[src/rtl/alu_muldiv_iter.sv]
// Iterative MIPS mult/multu/div/divu plus HI/LO moves; HI/LO live here.
// Latency: mult/div ITER+2 cycles from accept (ITER = WIDTH/UNROLL); moves and div-by-zero 1 cycle.
// Backpressure: in_ready drops for the whole CALC/FIX window, stalling any issue including mfhi/mflo.
module alu_muldiv_iter #(
    parameter int WIDTH  = 32,
    parameter int UNROLL = 1
) (
    input  logic             clk,
    input  logic             reset,
    input  logic             in_valid,
    output logic             in_ready,
    input  logic [31:0]      instruction,
    input  logic [WIDTH-1:0] regA,
    input  logic [WIDTH-1:0] regB,
    output logic             out_valid,
    output logic [WIDTH-1:0] result,
    output logic [2:0]       flags,
    output logic             busy,
    output logic [WIDTH-1:0] hi,
    output logic [WIDTH-1:0] lo
);

    localparam int ITER = WIDTH / UNROLL;
    localparam int CW   = $clog2(ITER) + 1;

    localparam logic [5:0] F_MFHI  = 6'h10;
    localparam logic [5:0] F_MTHI  = 6'h11;
    localparam logic [5:0] F_MFLO  = 6'h12;
    localparam logic [5:0] F_MTLO  = 6'h13;
    localparam logic [5:0] F_MULT  = 6'h18;
    localparam logic [5:0] F_MULTU = 6'h19;
    localparam logic [5:0] F_DIV   = 6'h1A;
    localparam logic [5:0] F_DIVU  = 6'h1B;

    typedef enum logic [1:0] {
        S_IDLE,
        S_CALC,
        S_FIX
    } state_t;

    state_t           state;
    logic [CW-1:0]    cnt;
    logic             op_div;
    logic             neg_q;
    logic             neg_r;
    logic [WIDTH-1:0] acc_hi;
    logic [WIDTH-1:0] acc_lo;
    logic [WIDTH-1:0] operand;

    logic [5:0]       funct;
    logic             op_zero;
    logic             is_mul;
    logic             is_div;
    logic             is_signed;
    logic [WIDTH-1:0] rs_op;
    logic [WIDTH-1:0] rt_op;
    logic             a_neg;
    logic             b_neg;
    logic [WIDTH-1:0] a_mag;
    logic [WIDTH-1:0] b_mag;

    assign in_ready = (state == S_IDLE);
    assign busy     = (state != S_IDLE);

    assign funct     = instruction[5:0];
    assign op_zero   = (instruction[31:26] == 6'd0);
    assign is_mul    = op_zero && (funct == F_MULT || funct == F_MULTU);
    assign is_div    = op_zero && (funct == F_DIV || funct == F_DIVU);
    assign is_signed = ~funct[0];
    assign rs_op     = instruction[21] ? regB : regA;
    assign rt_op     = instruction[16] ? regB : regA;

    // Iterate on magnitudes; signs are reapplied in FIX.
    assign a_neg = is_signed & rs_op[WIDTH-1];
    assign b_neg = is_signed & rt_op[WIDTH-1];
    assign a_mag = a_neg ? -rs_op : rs_op;
    assign b_mag = b_neg ? -rt_op : rt_op;

    logic [WIDTH-1:0] nh;
    logic [WIDTH-1:0] nl;
    logic [WIDTH:0]   shifted;
    logic [WIDTH+1:0] diff;
    logic [WIDTH:0]   sum;

    // mult: {acc_hi,acc_lo} shifts right with multiplier bits consumed from acc_lo.
    // div:  acc_hi is the partial remainder, acc_lo collects quotient bits.
    always_comb begin
        nh      = acc_hi;
        nl      = acc_lo;
        shifted = '0;
        diff    = '0;
        sum     = '0;
        for (int u = 0; u < UNROLL; u++) begin
            if (op_div) begin
                shifted = {nh, nl[WIDTH-1]};
                diff    = {1'b0, shifted} - {2'b00, operand};
                nl      = {nl[WIDTH-2:0], ~diff[WIDTH+1]};
                nh      = diff[WIDTH+1] ? shifted[WIDTH-1:0] : diff[WIDTH-1:0];
            end else begin
                sum = {1'b0, nh} + (nl[0] ? {1'b0, operand} : {(WIDTH+1){1'b0}});
                nl  = {sum[0], nl[WIDTH-1:1]};
                nh  = sum[WIDTH:1];
            end
        end
    end

    logic [2*WIDTH-1:0] prod_s;
    logic [WIDTH-1:0]   quo_s;
    logic [WIDTH-1:0]   rem_s;
    logic [WIDTH-1:0]   fix_hi;
    logic [WIDTH-1:0]   fix_lo;
    logic               fix_zero;

    always_comb begin
        prod_s   = neg_q ? -{acc_hi, acc_lo} : {acc_hi, acc_lo};
        quo_s    = neg_q ? -acc_lo : acc_lo;
        rem_s    = neg_r ? -acc_hi : acc_hi;
        fix_hi   = op_div ? rem_s : prod_s[2*WIDTH-1:WIDTH];
        fix_lo   = op_div ? quo_s : prod_s[WIDTH-1:0];
        fix_zero = op_div ? (quo_s == '0) : (prod_s == '0);
    end

    always_ff @(posedge clk) begin
        if (reset) begin
            state     <= S_IDLE;
            cnt       <= '0;
            op_div    <= 1'b0;
            neg_q     <= 1'b0;
            neg_r     <= 1'b0;
            acc_hi    <= '0;
            acc_lo    <= '0;
            operand   <= '0;
            hi        <= '0;
            lo        <= '0;
            result    <= '0;
            flags     <= 3'b000;
            out_valid <= 1'b0;
        end else begin
            out_valid <= 1'b0;
            case (state)
                S_IDLE: begin
                    if (in_valid) begin
                        if (is_mul || (is_div && rt_op != '0)) begin
                            state   <= S_CALC;
                            cnt     <= '0;
                            op_div  <= is_div;
                            neg_q   <= a_neg ^ b_neg;
                            neg_r   <= a_neg;
                            acc_hi  <= '0;
                            acc_lo  <= a_mag;
                            operand <= b_mag;
                        end else begin
                            out_valid <= 1'b1;
                            if (is_div) begin
                                result <= lo;
                                flags  <= 3'b001;
                            end else if (op_zero && funct == F_MFHI) begin
                                result <= hi;
                                flags  <= {hi == '0, hi[WIDTH-1], 1'b0};
                            end else if (op_zero && funct == F_MFLO) begin
                                result <= lo;
                                flags  <= {lo == '0, lo[WIDTH-1], 1'b0};
                            end else if (op_zero && funct == F_MTHI) begin
                                hi     <= rs_op;
                                result <= rs_op;
                                flags  <= {rs_op == '0, rs_op[WIDTH-1], 1'b0};
                            end else if (op_zero && funct == F_MTLO) begin
                                lo     <= rs_op;
                                result <= rs_op;
                                flags  <= {rs_op == '0, rs_op[WIDTH-1], 1'b0};
                            end else begin
                                result <= '0;
                                flags  <= 3'b000;
                            end
                        end
                    end
                end
                S_CALC: begin
                    acc_hi <= nh;
                    acc_lo <= nl;
                    cnt    <= cnt + 1'b1;
                    if (cnt == CW'(ITER - 1)) begin
                        state <= S_FIX;
                    end
                end
                S_FIX: begin
                    hi        <= fix_hi;
                    lo        <= fix_lo;
                    result    <= fix_lo;
                    flags     <= {fix_zero, fix_lo[WIDTH-1], 1'b0};
                    out_valid <= 1'b1;
                    state     <= S_IDLE;
                end
                default: state <= S_IDLE;
            endcase
        end
    end

    logic unused_bits;
    assign unused_bits = ^{instruction[25:22], instruction[20:17], instruction[15:6], diff[WIDTH]};

endmodule

[config.mk]
export PLATFORM = sky130hd
export DESIGN_NAME = alu_muldiv_iter
export DESIGN_NICKNAME = d
export VERILOG_FILES = /design/src/rtl/alu_muldiv_iter.sv
export SDC_FILE = /design/constraint.sdc
export NUM_CORES = 1
export LEC_CHECK = 0
export ABC_AREA = 1
export CAP_MARGIN = 10
export CORE_MARGIN = 2
export CORE_UTILIZATION = 55
export CTS_BUF_LIST = sky130_fd_sc_hd__clkbuf_4 sky130_fd_sc_hd__clkbuf_8
export CTS_CLUSTER_SIZE = 24
export DETAILED_ROUTE_END_ITERATION = 6
export PLACE_DENSITY_LB_ADDON = 0.2
export SYNTH_ARGS = -nofsm -noshare
export SYNTH_HDL_FRONTEND = slang
export SYNTH_SLANG_ARGS = --single-unit
[constraint.sdc]
create_clock -name clk -period 7.51 [get_ports clk]
set_clock_uncertainty 0.2 [all_clocks]
set_input_delay 0.751 -clock clk [delete_from_list [all_inputs] [get_ports clk]]
set_output_delay 0.751 -clock clk [all_outputs]
set_load 0.005 [all_outputs]
==> results.env <==
UTILIZATION=0.632
REGAREA_MM2=0.00415
TIMING.RR.START='acc_lo[0]'
DP_SLACK_NS=2.23
GRT_START_MAX_NET_PINS=83
H-TREE-DEPTH=2
WORSTSETUPSTARTPOINTTYPE='input pin'
SYNTHAOIAREAFRAC=0.265
GRT_ANTENNA_BEFORE_REPAIR=1
VIOLATIONS='design-rule violations'
COMB_AREA_FRAC=0.600
FINALCLOCKPERIODUSAGE=0.645
SETUP_REPAIR_AFTER_GLOBAL_ROUTING_MISSED_ITS_MARGIN='false'
BIGGESTCELLCATEGORY='logic gates'
TIMING.MAX_CAP.VIOLATIONS=0
TIMING.SETUP.CRITICAL_PATH_CLASS='input pin to flop'
SWITCHING_SHARE=0.303
YOSYS_AREA_MM2=0.0205
SYNTH.NET_COUNT=3743
SEQ_POWER_SHARE=0.407
DRT-INITIAL-DRC-COUNT=3876
DRC_ERRORS=12
CRIT_PATH_START='instruction[16]'
DETAIL_ROUTE.VIAS_PER_CELL=6.30
AVGSYNTHCELLAREA_UM2=5.73
CTSROOTBUFFERMASTER='clkbuf_8'
GP_CONGESTION=1.08
P_LEAK_nW=10.8
CTS_BUFFER_DEPTH=3
SEQ_AREA_FRAC=0.179
INITIAL_CORE_UTIL=0.559
CP.ARRIVAL_NS=5.17
CHIP_AREA_MM2=0.0388
PORTBUFFERS=182
RR_ENDPOINT='acc_hi[29]'
MAX_SLEW_MARGIN=0.0366
FINAL_CELL_AREA_MM2=0.0231
AREA_SHARE_NONCLK_BUFFERS=0.0879
POWER_SEQUENTIAL_mW=1.11
CLK_PIN_SLEW_NS=0.06
DESIGN_POWER_TOTAL_mW=2.74
POWER.NET_SWITCHING_uW=829
YOSYS-STAT-CELLS=3573
MULTI_INPUT_COMB_CELLS=2761
REPORT.FINAL.HOLD_VIOL_COUNT=0
FINALCRITICALPERIOD_NS=4.84
LOGIC_AREA_MM2=0.0139
MUXSHAREOFSYNTHAREA=0
POST-PLACE-CELLS=4094
TRITONCTS_CLOCK_TREE='yes'
TIMING.CRITICAL_PATH.MAX_DELAY_FAMILY='buffers and inverters'
NNONCLKINVERTERS=446
ANTENNA_CELLS_INSERTED=0
NUMBER_OF_NETS_IN_THE_FINAL_LAYOUT=3839
DIE_HEIGHT_UM=197
GRT.MET3_USAGE=0.138
SYNTH.CELLMIX.ADDERSHARE=0.0441
REPORT.FINAL.SETUP_VIOL=0
TIMING.HOLD.WORST_PATH_DEPTH=2
POWER_PER_CELL_AREA_mW_PER_MM2=118
GRT_OVERFLOW_TOTAL=0
SYNTHCELLS=3573
TIMING.CRITICAL_PATH.FANOUT_MAX=64
POST_SYNTH_INSTANCE_AREA_MM2=0.0205
RUN_STATUS='complete, but fails checks'
SLOWEST_DELAY_NS=0.82
SYNTH_SEQ_SHARE=0.202
HIGHEST-SIGNAL-LAYER='met4'
CRITPATHREQUIREDTIME_NS=7.84
FIRST_GLOBAL_VIAS=23300
FLOORPLAN.CORE_AREA_MM2=0.0366
SYNTH.LIB_CELLS_USED.DISTINCT=57
Wire density map:
Drawn at 2 px/um. The die is cut into 39 by 39 equal tiles; black is low, pale yellow is high, scaled to the fullest tile. Values are wire area over tile area, all layers added.
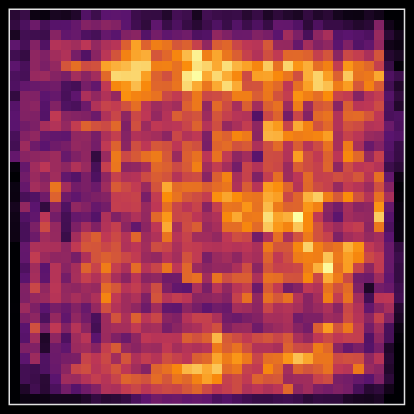
mean over tiles: 0.42
fullest tile: 0.94
tiles over half the peak: 41%
nearly empty tiles: 2.0%
overall fraction of global-route tracks in use: 0.455
wirelength, routed: 91100 um
total via count after detailed routing: 26200

Clock wiring as the flow saved it:
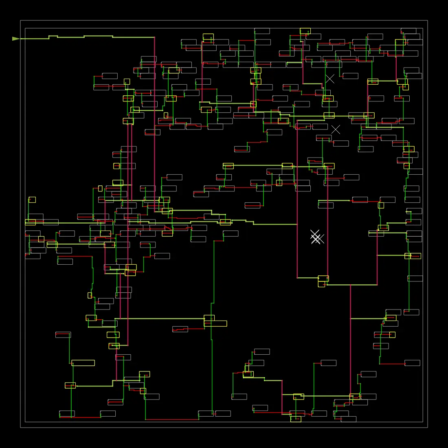
sequential cells: 207
Clk. pwr: 1.25 mW
clkbuf count: 56
clock sink count: 207
clk latency late pin: 0.66 ns

Cells by drive strength:
Drawn at 2 px/um.
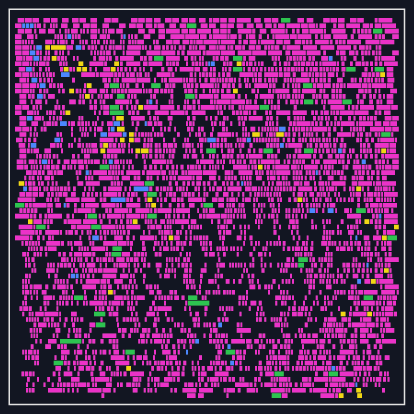
[x6 and larger] green | cells: 50 | share: 1.4%
[x2] blue | cells: 58 | share: 1.6%
[x1 and smaller] magenta | cells: 3534 | share: 96%
[x3 and x4] yellow | cells: 50 | share: 1.4%
bufs w/o clock: 212
Synth-to-Final Area Change: 13.1%
post-layout worst setup margin: 2.67 ns

Power is estimated from default activity; no workload was simulated.
